File: config.mk
export PLATFORM = sky130hd
export DESIGN_NAME = regfile_loader_flat
export DESIGN_NICKNAME = d
export VERILOG_FILES = /design/src/rtl/regfile_loader_pkg.sv /design/src/rtl/regfile_loader_if.sv /design/src/rtl/regfile_loader_checksum.sv /design/src/rtl/regfile_loader.sv /design/src/flat_wrapper.sv
export SDC_FILE = /design/constraint.sdc
export NUM_CORES = 1
export LEC_CHECK = 0
export CAP_MARGIN = 20
export CORE_AREA = 2 2 56 58
export DETAILED_ROUTE_END_ITERATION = 16
export DIE_AREA = 0 0 58 60
export GPL_TIMING_DRIVEN = 0
export PLACE_DENSITY = 0.8
export SLEW_MARGIN = 10
export SYNTH_ARGS = -nofsm -noshare
export SYNTH_HDL_FRONTEND = slang
export SYNTH_SLANG_ARGS = --single-unit
File: constraint.sdc
create_clock -name clk -period 2 [get_ports clk]
set_input_delay 0.5 -clock clk [delete_from_list [all_inputs] [get_ports clk]]
set_output_delay 0.5 -clock clk [all_outputs]
set_load 0.01 [all_outputs]
File: src/rtl/regfile_loader_pkg.sv
// Shared types and sizing for regfile_loader; CHECK state exists only with REGFILE_LOADER_CHECKSUM_EN.
// Write ports lag their byte transfer by one cycle; in_ready is a registered state decode.
package regfile_loader_pkg;

  localparam int NUM_A_DEF = 8;
  localparam int NUM_B_DEF = 16;
  localparam int ADDR_W_A  = 3;
  localparam int ADDR_W_B  = 4;
  localparam int CNT_W     = 4;

`ifdef REGFILE_LOADER_CHECKSUM_EN
  typedef enum logic [2:0] {
    ST_IDLE,
    ST_LOAD_A,
    ST_LOAD_B,
    ST_CHECK,
    ST_RUN
  } state_t;
`else
  typedef enum logic [1:0] {
    ST_IDLE,
    ST_LOAD_A,
    ST_LOAD_B,
    ST_RUN
  } state_t;
`endif

  function automatic logic is_load_state(input state_t s);
`ifdef REGFILE_LOADER_CHECKSUM_EN
    return (s == ST_LOAD_A) || (s == ST_LOAD_B) || (s == ST_CHECK);
`else
    return (s == ST_LOAD_A) || (s == ST_LOAD_B);
`endif
  endfunction

endpackage

File: src/rtl/regfile_loader_if.sv
// Byte stream in (valid/ready) and the two register-file write ports out.
// master = stream source / register-file side, slave = the loader.
interface regfile_loader_if;
  import regfile_loader_pkg::*;

  logic [7:0]          in_data;
  logic                in_valid;
  logic                in_ready;
  logic [ADDR_W_A-1:0] WriteRegA;
  logic [3:0]          WriteDataA;
  logic                WriteEnA;
  logic [ADDR_W_B-1:0] WriteRegB;
  logic [7:0]          WriteDataB;
  logic                WriteEnB;

  modport master (
    output in_data, in_valid,
    input  in_ready, WriteRegA, WriteDataA, WriteEnA, WriteRegB, WriteDataB, WriteEnB
  );

  modport slave (
    input  in_data, in_valid,
    output in_ready, WriteRegA, WriteDataA, WriteEnA, WriteRegB, WriteDataB, WriteEnB
  );

endinterface

File: src/rtl/regfile_loader_checksum.sv
// XOR accumulator over accepted stream bytes; clear has priority over enable.
// Result visible the cycle after the last enabled byte; no backpressure.
module loader_checksum (
  input  logic       clk,
  input  logic       rst,
  input  logic       clr,
  input  logic       en,
  input  logic [7:0] din,
  output logic [7:0] acc
);

  logic [7:0] acc_q, acc_d;

  always_comb begin
    acc_d = acc_q;
    if (clr) begin
      acc_d = 8'h00;
    end else if (en) begin
      acc_d = acc_q ^ din;
    end
  end

  always_ff @(posedge clk or negedge rst) begin
    if (!rst) begin
      acc_q <= 8'h00;
    end else begin
      acc_q <= acc_d;
    end
  end

  assign acc = acc_q;

endmodule

File: src/rtl/regfile_loader.sv
// Streams NUM_A nibbles then NUM_B bytes into two register files, then raises start.
// Writes appear one cycle after transfer; in_valid low stalls. Optional REGFILE_LOADER_CHECKSUM_EN.
module regfile_loader
  import regfile_loader_pkg::*;
#(
  parameter int NUM_A = NUM_A_DEF,
  parameter int NUM_B = NUM_B_DEF
) (
  input  logic             clk,
  input  logic             rst,
  input  logic             load_req,
  regfile_loader_if.slave  bus,
  output logic             start,
  output logic             busy,
  output logic             err
);

  state_t              state_q, state_d;
  logic [CNT_W-1:0]    cnt_q, cnt_d;
  logic                in_ready_q, in_ready_d;
  logic                busy_q, busy_d;
  logic                start_q, start_d;
  logic                wen_a_q, wen_a_d;
  logic [ADDR_W_A-1:0] wreg_a_q, wreg_a_d;
  logic [3:0]          wdat_a_q, wdat_a_d;
  logic                wen_b_q, wen_b_d;
  logic [ADDR_W_B-1:0] wreg_b_q, wreg_b_d;
  logic [7:0]          wdat_b_q, wdat_b_d;
  logic                xfer;
  logic                load_go;
  logic                last_a, last_b;

  assign xfer    = bus.in_valid && in_ready_q;
  assign load_go = load_req && ((state_q == ST_IDLE) || (state_q == ST_RUN));
  assign last_a  = (cnt_q == CNT_W'(NUM_A - 1));
  assign last_b  = (cnt_q == CNT_W'(NUM_B - 1));

`ifdef REGFILE_LOADER_CHECKSUM_EN
  logic       err_q, err_d;
  logic [7:0] sum;

  loader_checksum u_checksum (
    .clk (clk),
    .rst (rst),
    .clr (load_go),
    .en  (xfer && ((state_q == ST_LOAD_A) || (state_q == ST_LOAD_B))),
    .din (bus.in_data),
    .acc (sum)
  );
`endif

  always_comb begin
    state_d  = state_q;
    cnt_d    = cnt_q;
    wen_a_d  = 1'b0;
    wreg_a_d = wreg_a_q;
    wdat_a_d = wdat_a_q;
    wen_b_d  = 1'b0;
    wreg_b_d = wreg_b_q;
    wdat_b_d = wdat_b_q;
`ifdef REGFILE_LOADER_CHECKSUM_EN
    err_d    = err_q;
`endif
    case (state_q)
      ST_IDLE, ST_RUN: begin
        if (load_req) begin
          state_d = ST_LOAD_A;
          cnt_d   = '0;
`ifdef REGFILE_LOADER_CHECKSUM_EN
          err_d   = 1'b0;
`endif
        end
      end
      ST_LOAD_A: begin
        if (xfer) begin
          wen_a_d  = 1'b1;
          wreg_a_d = cnt_q[ADDR_W_A-1:0];
          wdat_a_d = bus.in_data[3:0];
          if (last_a) begin
            state_d = ST_LOAD_B;
            cnt_d   = '0;
          end else begin
            cnt_d = cnt_q + 1'b1;
          end
        end
      end
      ST_LOAD_B: begin
        if (xfer) begin
          wen_b_d  = 1'b1;
          wreg_b_d = cnt_q[ADDR_W_B-1:0];
          wdat_b_d = bus.in_data;
          if (last_b) begin
`ifdef REGFILE_LOADER_CHECKSUM_EN
            state_d = ST_CHECK;
`else
            state_d = ST_RUN;
`endif
            cnt_d = '0;
          end else begin
            cnt_d = cnt_q + 1'b1;
          end
        end
      end
`ifdef REGFILE_LOADER_CHECKSUM_EN
      ST_CHECK: begin
        if (xfer) begin
          if (bus.in_data == sum) begin
            state_d = ST_RUN;
          end else begin
            state_d = ST_IDLE;
            err_d   = 1'b1;
          end
        end
      end
`endif
      default: state_d = ST_IDLE;
    endcase
    // start follows RUN by one cycle and drops as soon as a new load is requested
    start_d    = (state_q == ST_RUN) && !load_req;
    in_ready_d = is_load_state(state_d);
    busy_d     = is_load_state(state_d);
  end

  always_ff @(posedge clk or negedge rst) begin
    if (!rst) begin
      state_q    <= ST_IDLE;
      cnt_q      <= '0;
      in_ready_q <= 1'b0;
      busy_q     <= 1'b0;
      start_q    <= 1'b0;
      wen_a_q    <= 1'b0;
      wreg_a_q   <= '0;
      wdat_a_q   <= '0;
      wen_b_q    <= 1'b0;
      wreg_b_q   <= '0;
      wdat_b_q   <= '0;
`ifdef REGFILE_LOADER_CHECKSUM_EN
      err_q      <= 1'b0;
`endif
    end else begin
      state_q    <= state_d;
      cnt_q      <= cnt_d;
      in_ready_q <= in_ready_d;
      busy_q     <= busy_d;
      start_q    <= start_d;
      wen_a_q    <= wen_a_d;
      wreg_a_q   <= wreg_a_d;
      wdat_a_q   <= wdat_a_d;
      wen_b_q    <= wen_b_d;
      wreg_b_q   <= wreg_b_d;
      wdat_b_q   <= wdat_b_d;
`ifdef REGFILE_LOADER_CHECKSUM_EN
      err_q      <= err_d;
`endif
    end
  end

  assign bus.in_ready   = in_ready_q;
  assign bus.WriteEnA   = wen_a_q;
  assign bus.WriteRegA  = wreg_a_q;
  assign bus.WriteDataA = wdat_a_q;
  assign bus.WriteEnB   = wen_b_q;
  assign bus.WriteRegB  = wreg_b_q;
  assign bus.WriteDataB = wdat_b_q;
  assign start          = start_q;
  assign busy           = busy_q;
`ifdef REGFILE_LOADER_CHECKSUM_EN
  assign err            = err_q;
`else
  assign err            = 1'b0;
`endif

endmodule

File: src/flat_wrapper.sv
// flat-port wrapper written by rule: the top's interface ports become plain ports
module regfile_loader_flat import regfile_loader_pkg::*;
#(
  parameter int NUM_A = NUM_A_DEF,
  parameter int NUM_B = NUM_B_DEF
)
  (clk, rst, load_req, start, busy, err, bus_in_data, bus_in_valid, bus_in_ready, bus_WriteRegA, bus_WriteDataA, bus_WriteEnA, bus_WriteRegB, bus_WriteDataB, bus_WriteEnB);
  regfile_loader_if bus_i ();
  input  logic clk;
  input  logic rst;
  input  logic load_req;
  output logic start;
  output logic busy;
  output logic err;
  input wire logic [$bits(bus_i.in_data)-1:0] bus_in_data;
  input wire logic [$bits(bus_i.in_valid)-1:0] bus_in_valid;
  output wire logic [$bits(bus_i.in_ready)-1:0] bus_in_ready;
  output wire logic [$bits(bus_i.WriteRegA)-1:0] bus_WriteRegA;
  output wire logic [$bits(bus_i.WriteDataA)-1:0] bus_WriteDataA;
  output wire logic [$bits(bus_i.WriteEnA)-1:0] bus_WriteEnA;
  output wire logic [$bits(bus_i.WriteRegB)-1:0] bus_WriteRegB;
  output wire logic [$bits(bus_i.WriteDataB)-1:0] bus_WriteDataB;
  output wire logic [$bits(bus_i.WriteEnB)-1:0] bus_WriteEnB;
  assign bus_i.in_data = bus_in_data;
  assign bus_i.in_valid = bus_in_valid;
  assign bus_in_ready = bus_i.in_ready;
  assign bus_WriteRegA = bus_i.WriteRegA;
  assign bus_WriteDataA = bus_i.WriteDataA;
  assign bus_WriteEnA = bus_i.WriteEnA;
  assign bus_WriteRegB = bus_i.WriteRegB;
  assign bus_WriteDataB = bus_i.WriteDataB;
  assign bus_WriteEnB = bus_i.WriteEnB;
  regfile_loader #(.NUM_A(NUM_A), .NUM_B(NUM_B)) u_core (.clk(clk), .rst(rst), .load_req(load_req), .bus(bus_i), .start(start), .busy(busy), .err(err));
endmodule
Figure 1. Selected gate families (run 1).
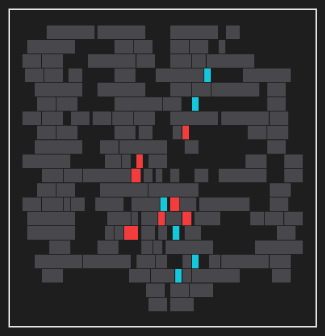
| family | color | cells |
|---|---|---|
| NAND gates | red | 7 |
| inverters | cyan | 6 |
combinational share of cell area: 28.6%
Finished Layout Cells: 171
most frequent logic cell in the layout: clkdlybuf4s50_1

Figure 2. PDN straps and rails (run 1).
Pins as bars on the die edge.
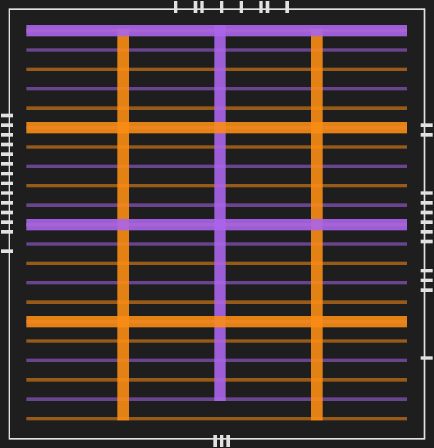
| net | color |
|---|---|
| VDD | purple |
| VSS | orange |
rows: 20
met5 straps: 4
met4 straps: 3
Die Y: 60 um
core area: 0.00290 mm2
worst vdd ir: 0.710 mV
die x size: 58 um

Figure 3. Clock routing (run 1).
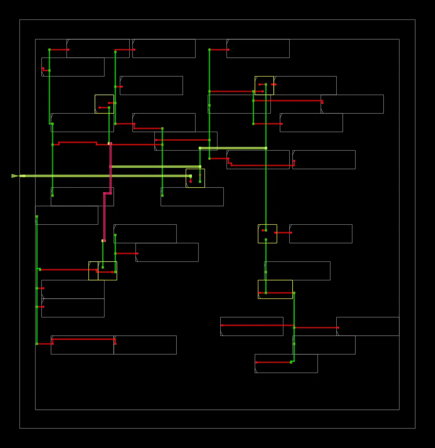
CTS Buf Count: 5
Sink Count: 29

Figure 4. Where the registers sit (run 1).
Other sequential cells in the stronger gray, the rest of the logic in the fainter gray.
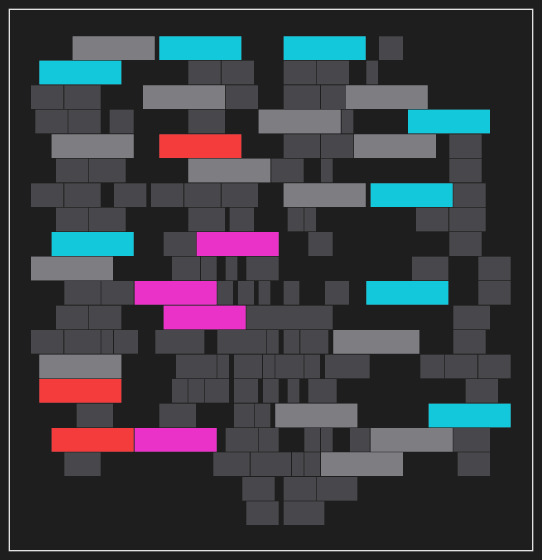
| netlist name | color | flops |
|---|---|---|
| u_core.cnt_q | magenta | 4 |
| u_core.bus.WriteDataB | cyan | 8 |
| u_core.bus.WriteRegA | red | 3 |
not colored: 14
Seq group: 777 uW
Layout Utilization: 59.8%
fraction of area in registers: 41.9%

## run 1: area by class of cell
class / instances / area (um2) / share of cell area (%)
Sequential cell: 29 / 727 / 41.9
Multi-Input combinational cell: 56 / 497 / 28.6
Timing Repair Buffer: 36 / 365 / 21.1
Clock buffer: 7 / 55.1 / 3.17
Tap cell: 33 / 41.3 / 2.38
Buffer: 4 / 27.5 / 1.59
Inverter: 6 / 22.5 / 1.30
## run 1: routing by layer
| layer | up-vias | global-route usage [%] | wire length (um) |
|---|---|---|---|
| met1 | 427 | 17.2 | 968 |
| met2 | 34 | 28.6 | 1320 |
| met5 | - | 0 | 0 |
| met3 | 3 | 5.84 | 201 |
| met4 | 0 | 6.98 | 15 |
| li1 | 414 | - | - |
## run 1: worst paths after layout
kind | from | to
worst min-delay path | u_core.bus.WriteRegB[3] | u_core.bus.WriteRegB[3]
worst max-delay path | u_core.bus.in_ready | busy
worst max register to register | u_core.state_q[0] | u_core.bus.WriteDataB[0]
worst min register to register | u_core.bus.WriteRegB[3] | u_core.bus.WriteRegB[3]
min in group asynchronous | rst | u_core.bus.WriteDataB[2]
max in group asynchronous | rst | u_core.bus.in_ready
## run 1: power breakdown
group,internal (uW),leakage (uW),switching (uW)
clock,166,0.0000314,186
sequential,694,0.000389,83.5
combinational,366,0.000400,267
## run 1: logic make-up after synthesis
group	synth area share [%]
other cells	0.295
flops	57.1
xor+xnor	0.690
buf+inv	3.74
fa+ha+maj	3.94
mux	17.6
compound gates	11.1
simple gates	5.42
## run 1: worst max-delay path, delay by kind of cell, from the launching register on
kind	cells	cell delay (ns)
buffers and inverters	2	0.60
flip-flops	1	0.44
==> run_results.csv, run 1 <==
group,metric,value,unit
sta,finClkSkew,0.00769,ns
sta,final.period_utilization,92.7,%
sta,period_minus_slack,1.85,ns
finish,fin_area,0.00174,mm2
sta,setup_viol,0,
logic_synthesis,synth_cells,95,
logic_synthesis,synth_chip_area,0.00127,mm2
sta,clock.fmax,539,MHz
clocking,cts_htree_levels,2,
worst_setup_path,rrSetupSlack,0.16,ns
placed_design,dp_cells,164,
detailed_routing,drt-total-wl,2500,um
clocking,cts_root_buf,"clkbuf_4",
sta,tns,0,ns
placed_design,io_buffers,35,
finish,antennaDiodeCount,0,
logic_synthesis,syn_area_per_cell,13.4,um2
logic_synthesis,synth-edff-count,0,
logic_synthesis,ys_types,27,
clocking,cts_buffer_depth,2,
sta,layout_setup_ws,0.146,ns
finish,drive_above_1_share,26.1,%
placed_design,place_hpwl,1910,um
pwr,p_per_area,1020,mW/mm2
job,openroad.warnings,28,
worst_setup_path,critPathMaxFanout,6,
global_routing,grt_max_degree,18,
worst_setup_path,slowest_delay,0.46,ns
clocking,cts.clk_slew.worst_paths,0.09,ns
clocking,cts_resized,0,
worst_setup_path,slowest_stage,"clkdlybuf4s50_1",
die,io_pins,37,
logic_synthesis,async_flop_share,100,%
worst_setup_path,worstSetupPathType,"reg -> out",
clocking,clk_latency,0.32,ns
worst_setup_path,rr_worst_depth,6,
worst_setup_path,critPathCaptureType,"output pin",
worst_setup_path,cp.required,1.50,ns
die,die_area,0.00348,mm2
finish,fillers,242,
detailed_routing,wl_per_cell,14.6,um
finish,largest_register_ffs,8,
job,maxCapViolations,0,
finish,finalNetCount,154,
clocking,hold_buffers,0,
detailed_routing,drc,0,
global_routing,overflow,0,
worst_setup_path,cp_cell_sequence,"buf_4 -> clkdlybuf4s50_1",
sta,finalHoldViolations,0,
logic_synthesis,most_common_cell,"dfrtp_1",
logic_synthesis,top_area_share,57.1,%
detailed_routing,antenna_left,0,
die,fp-utilization,43.8,%
logic_synthesis,yosysWarnings,0,
sta,relSlewSlack,59.0,%
logic_synthesis,ys.flops,29,
finish,area_growth_syn_to_layout,36.6,%
logic_synthesis,netlist_area,0.00127,mm2
worst_setup_path,arrival,1.35,ns
global_routing,grt_pass1_vias,957,
placed_design,post_dp_cell_area,0.00168,mm2
detailed_routing,first_pass_iters,4,
placed_design,place_ws,-0.0278,ns
worst_setup_path,cp-start-kind,"flop",
sta,slew_viol_final,0,
die,rows,20,
logic_synthesis,synth_top_cell_by_area,"dfrtp_1",
global_routing,grt_pass1_wl,4120,um
detailed_routing,routed_via_density,5.13,
worst_hold_path,min_delay_path_depth,2,
logic_synthesis,netlist_top_cells_count,"dfrtp_1, mux2_2, inv_1",
sta,rsz0062_at_grt,"false",
global_routing,antenna_found_initial,0,
logic_synthesis,ys_seq_share,57.1,%
logic_synthesis,synth_nets,111,
logic_synthesis,area_leaders,"dfrtp_1, mux2_2, ha_1",
clocking,post_cts_buffers,0,
clocking,cts_tree,"done",
logic_synthesis,yosysCellCount,95,
detailed_routing,drt-initial-drc-count,10,
pwr,p_total,1760,uW
worst_hold_path,hold_class,"reg -> reg",
sta,worst_slew_pin_slew,0.613,ns
global_routing,grt_use_total,16.1,%
pwr,leakage,0.000821,uW
sta,timing.hold.ws,0.493,ns
outcome,run_status,"finished, final reports clean",
finish,mostFrequentLayoutCells,"clkdlybuf4s50_1, dfrtp_1, mux2_2, inv_1, clkbuf_4",
placed_design,routabilityCongestion,0.851,
detailed_routing,vias,878,
logic_synthesis,yosys_most_used_dff,"dfrtp_1",
--- run 2 (diff from run 1) ---
--- a/config.mk
+++ b/config.mk
@@ -6,11 +6,13 @@
 export NUM_CORES = 1
 export LEC_CHECK = 0
 export CAP_MARGIN = 20
-export CORE_AREA = 2 2 56 58
+export CELL_PAD_IN_SITES_DETAIL_PLACEMENT = 1
+export CELL_PAD_IN_SITES_GLOBAL_PLACEMENT = 2
+export CORE_AREA = 2 2 69 71
 export DETAILED_ROUTE_END_ITERATION = 16
-export DIE_AREA = 0 0 58 60
+export DIE_AREA = 0 0 71 73
 export GPL_TIMING_DRIVEN = 0
-export PLACE_DENSITY = 0.8
+export PLACE_DENSITY = 0.79
 export SLEW_MARGIN = 10
 export SYNTH_ARGS = -nofsm -noshare
 export SYNTH_HDL_FRONTEND = slang
Figure 5. Where the registers sit (run 2).
Other sequential cells in the stronger gray, the rest of the logic in the fainter gray.
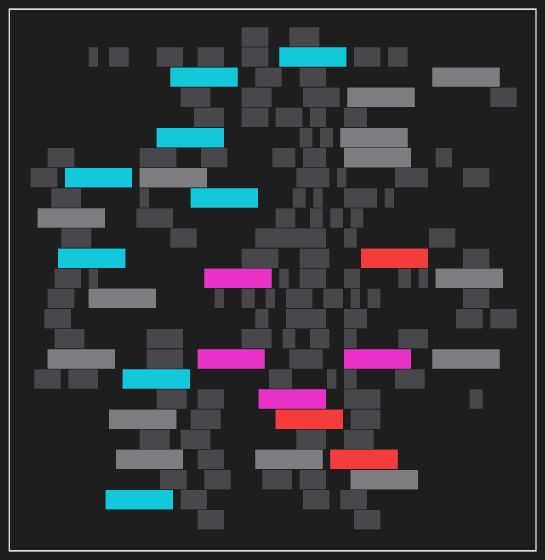
| netlist name | color | flops |
|---|---|---|
| u_core.cnt_q | magenta | 4 |
| u_core.bus.WriteDataB | cyan | 8 |
| u_core.bus.WriteRegA | red | 3 |
not colored: 14
Layout Utilization: 39.4%
fraction of area in registers: 40.6%
Flop area: 726 um2
Seq group: 774 uW

Figure 6. PDN straps and rails (run 2).
Pins as bars on the die edge.
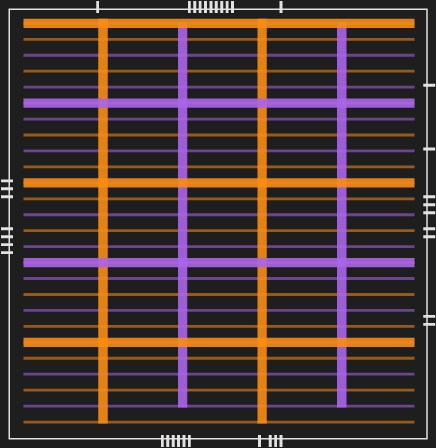
worst vdd ir: 0.431 mV
core area: 0.00454 mm2
Die Y: 73 um

==> run 2 against run 1 <==
  * Wire length increased by 11%
  * Hold slack got worse by 0.26 ns
  * Combinational power about the same
  * Synthesized cell count unchanged
  * Worst setup slack got worse by 0.021 ns
  * Clock power increased by about 50%
  * Non-clock buffer count decreased by 1
  * Sequential share of layout area decreased by 1.3 points
  * Die size increased by 49%
  * Synthesized area unchanged
  * Design area increased by 3.0%
  * Sequential cell count unchanged
  * Critical path type unchanged
  * Largest power group unchanged
==> run_results.csv, run 2 <==
group,metric,value,unit
outcome,run_status,"finished, final reports clean",
global_routing,grt_use_total,12.2,%
die,die_area,0.00518,mm2
detailed_routing,first_pass_iters,4,
detailed_routing,routed_via_density,4.58,
sta,slew_viol_final,0,
worst_setup_path,cp-start-kind,"flop",
placed_design,io_buffers,35,
pwr,p_switching,571,uW
placed_design,place_hpwl,2070,um
worst_setup_path,worstSetupPathType,"reg -> out",
sta,timing.hold.ws,0.232,ns
worst_setup_path,cp.required,1.50,ns
worst_setup_path,rrSetupSlack,0.13,ns
detailed_routing,drt-initial-drc-count,30,
sta,finClkSkew,0.00908,ns
logic_synthesis,netlist_top_cells_count,"dfrtp_1, mux2_2, inv_1",
clocking,cts_root_buf,"clkbuf_8",
worst_setup_path,critPathMaxFanout,6,
sta,finalHoldViolations,0,
detailed_routing,vias,879,
global_routing,grt_pass1_wl,4730,um
logic_synthesis,area_leaders,"dfrtp_1, mux2_2, ha_1",
logic_synthesis,synth_chip_area,0.00127,mm2
pwr,power-top-group,"registers",
job,openroad.warnings,28,
pwr,p_per_area,1080,mW/mm2
detailed_routing,antenna_left,0,
placed_design,routabilityCongestion,0.875,
pwr,clkPwrFrac,27.3,%
sta,relSlewSlack,57.6,%
clocking,hold_buffers,0,
logic_synthesis,synth-edff-count,0,
worst_setup_path,arrival,1.37,ns
logic_synthesis,most_common_cell,"dfrtp_1",
global_routing,grt_max_degree,30,
clocking,clk_latency,0.28,ns
worst_setup_path,critPathCaptureType,"output pin",
worst_setup_path,crit_family,"buffers and inverters",
clocking,cts_htree_levels,2,
logic_synthesis,synth_cells,95,
sta,rsz0062_at_grt,"false",
finish,final_common_cell,"clkdlybuf4s50_1",
sta,period_minus_slack,1.87,ns
pwr,combPwrFrac,32.7,%
finish,largest_register_ffs,8,
logic_synthesis,async_flop_share,100,%
worst_setup_path,slowest_stage,"clkdlybuf4s50_1",
die,die_w,71,um
logic_synthesis,ys.flops,29,
finish,fin_area,0.00179,mm2
die,fp-utilization,28.0,%
placed_design,dp_cells,184,
finish,antennaDiodeCount,0,
finish,fillers,483,
worst_setup_path,worst-path-buf-inv,2,
clocking,cts.clk_slew.worst_paths,0.07,ns
pwr,p_comb,633,uW
sta,setup_viol,0,
sta,clock.fmax,533,MHz
placed_design,place_ws,-0.0663,ns
run 2: netlist changes by cell type in the layout (fill, tap and decap cells not counted), sizes merged:
cell / previous run / this run
clkinv: 0 / 1
clkdlybuf4s50: 35 / 34
run 2: metal layers:
layer  GRT usage (%)  wire, um  vias up
li1                -         -      411
met1            13.1      1130      435
met2            20.1      1410       24
met3            5.80       166        9
met4            6.29        68        0
met5               0         0        -
run 2: cell type report:
class / instances / share of cell area, %
inverters: 6 / 1.26
flip-flops and latches: 29 / 40.6
multi-input cells: 56 / 27.8
repair buffers: 35 / 19.3
clock buffers: 7 / 5.39
well taps: 54 / 3.78
clock inverters: 1 / 0.280
plain buffers: 4 / 1.54
run 2: worst max path at each step:
stage                                   start                  endpoint  cells past startpoint
after floorplan             u_core.state_q[0]  u_core.bus.WriteDataB[0]                      6
after global placement           bus_in_valid  u_core.bus.WriteDataB[0]                      4
after detailed placement         bus_in_valid  u_core.bus.WriteDataB[0]                      4
after CTS                   u_core.state_q[0]  u_core.bus.WriteDataB[0]                      6
after global routing        u_core.state_q[0]  u_core.bus.WriteDataB[0]                      6
final                     u_core.bus.in_ready                      busy                      2
run 2: kinds of logic (layout without fill, tap and decap cells):
| kind of cell | count (synthesis) | after routing | share of synthesized area, % |
|---|---|---|---|
| AND-OR/OR-AND | 17 | 17 | 11.1 |
| XOR/XNOR | 1 | 1 | 0.690 |
| adder cells (fa/ha/maj) | 4 | 4 | 3.94 |
| buffers and inverters | 10 | 53 | 3.74 |
| flip-flops | 29 | 29 | 57.1 |
| multiplexers | 20 | 20 | 17.6 |
| other | 1 | 1 | 0.295 |
| AND/OR/NAND/NOR | 13 | 13 | 5.42 |
run 2: what timing repair did:
action,in CTS,in global routing
endpoints found under the setup margin,0,6
setup buffers,0,0
resized,0,1
Power figures rest on the tool's default switching activity, not on a simulated workload.
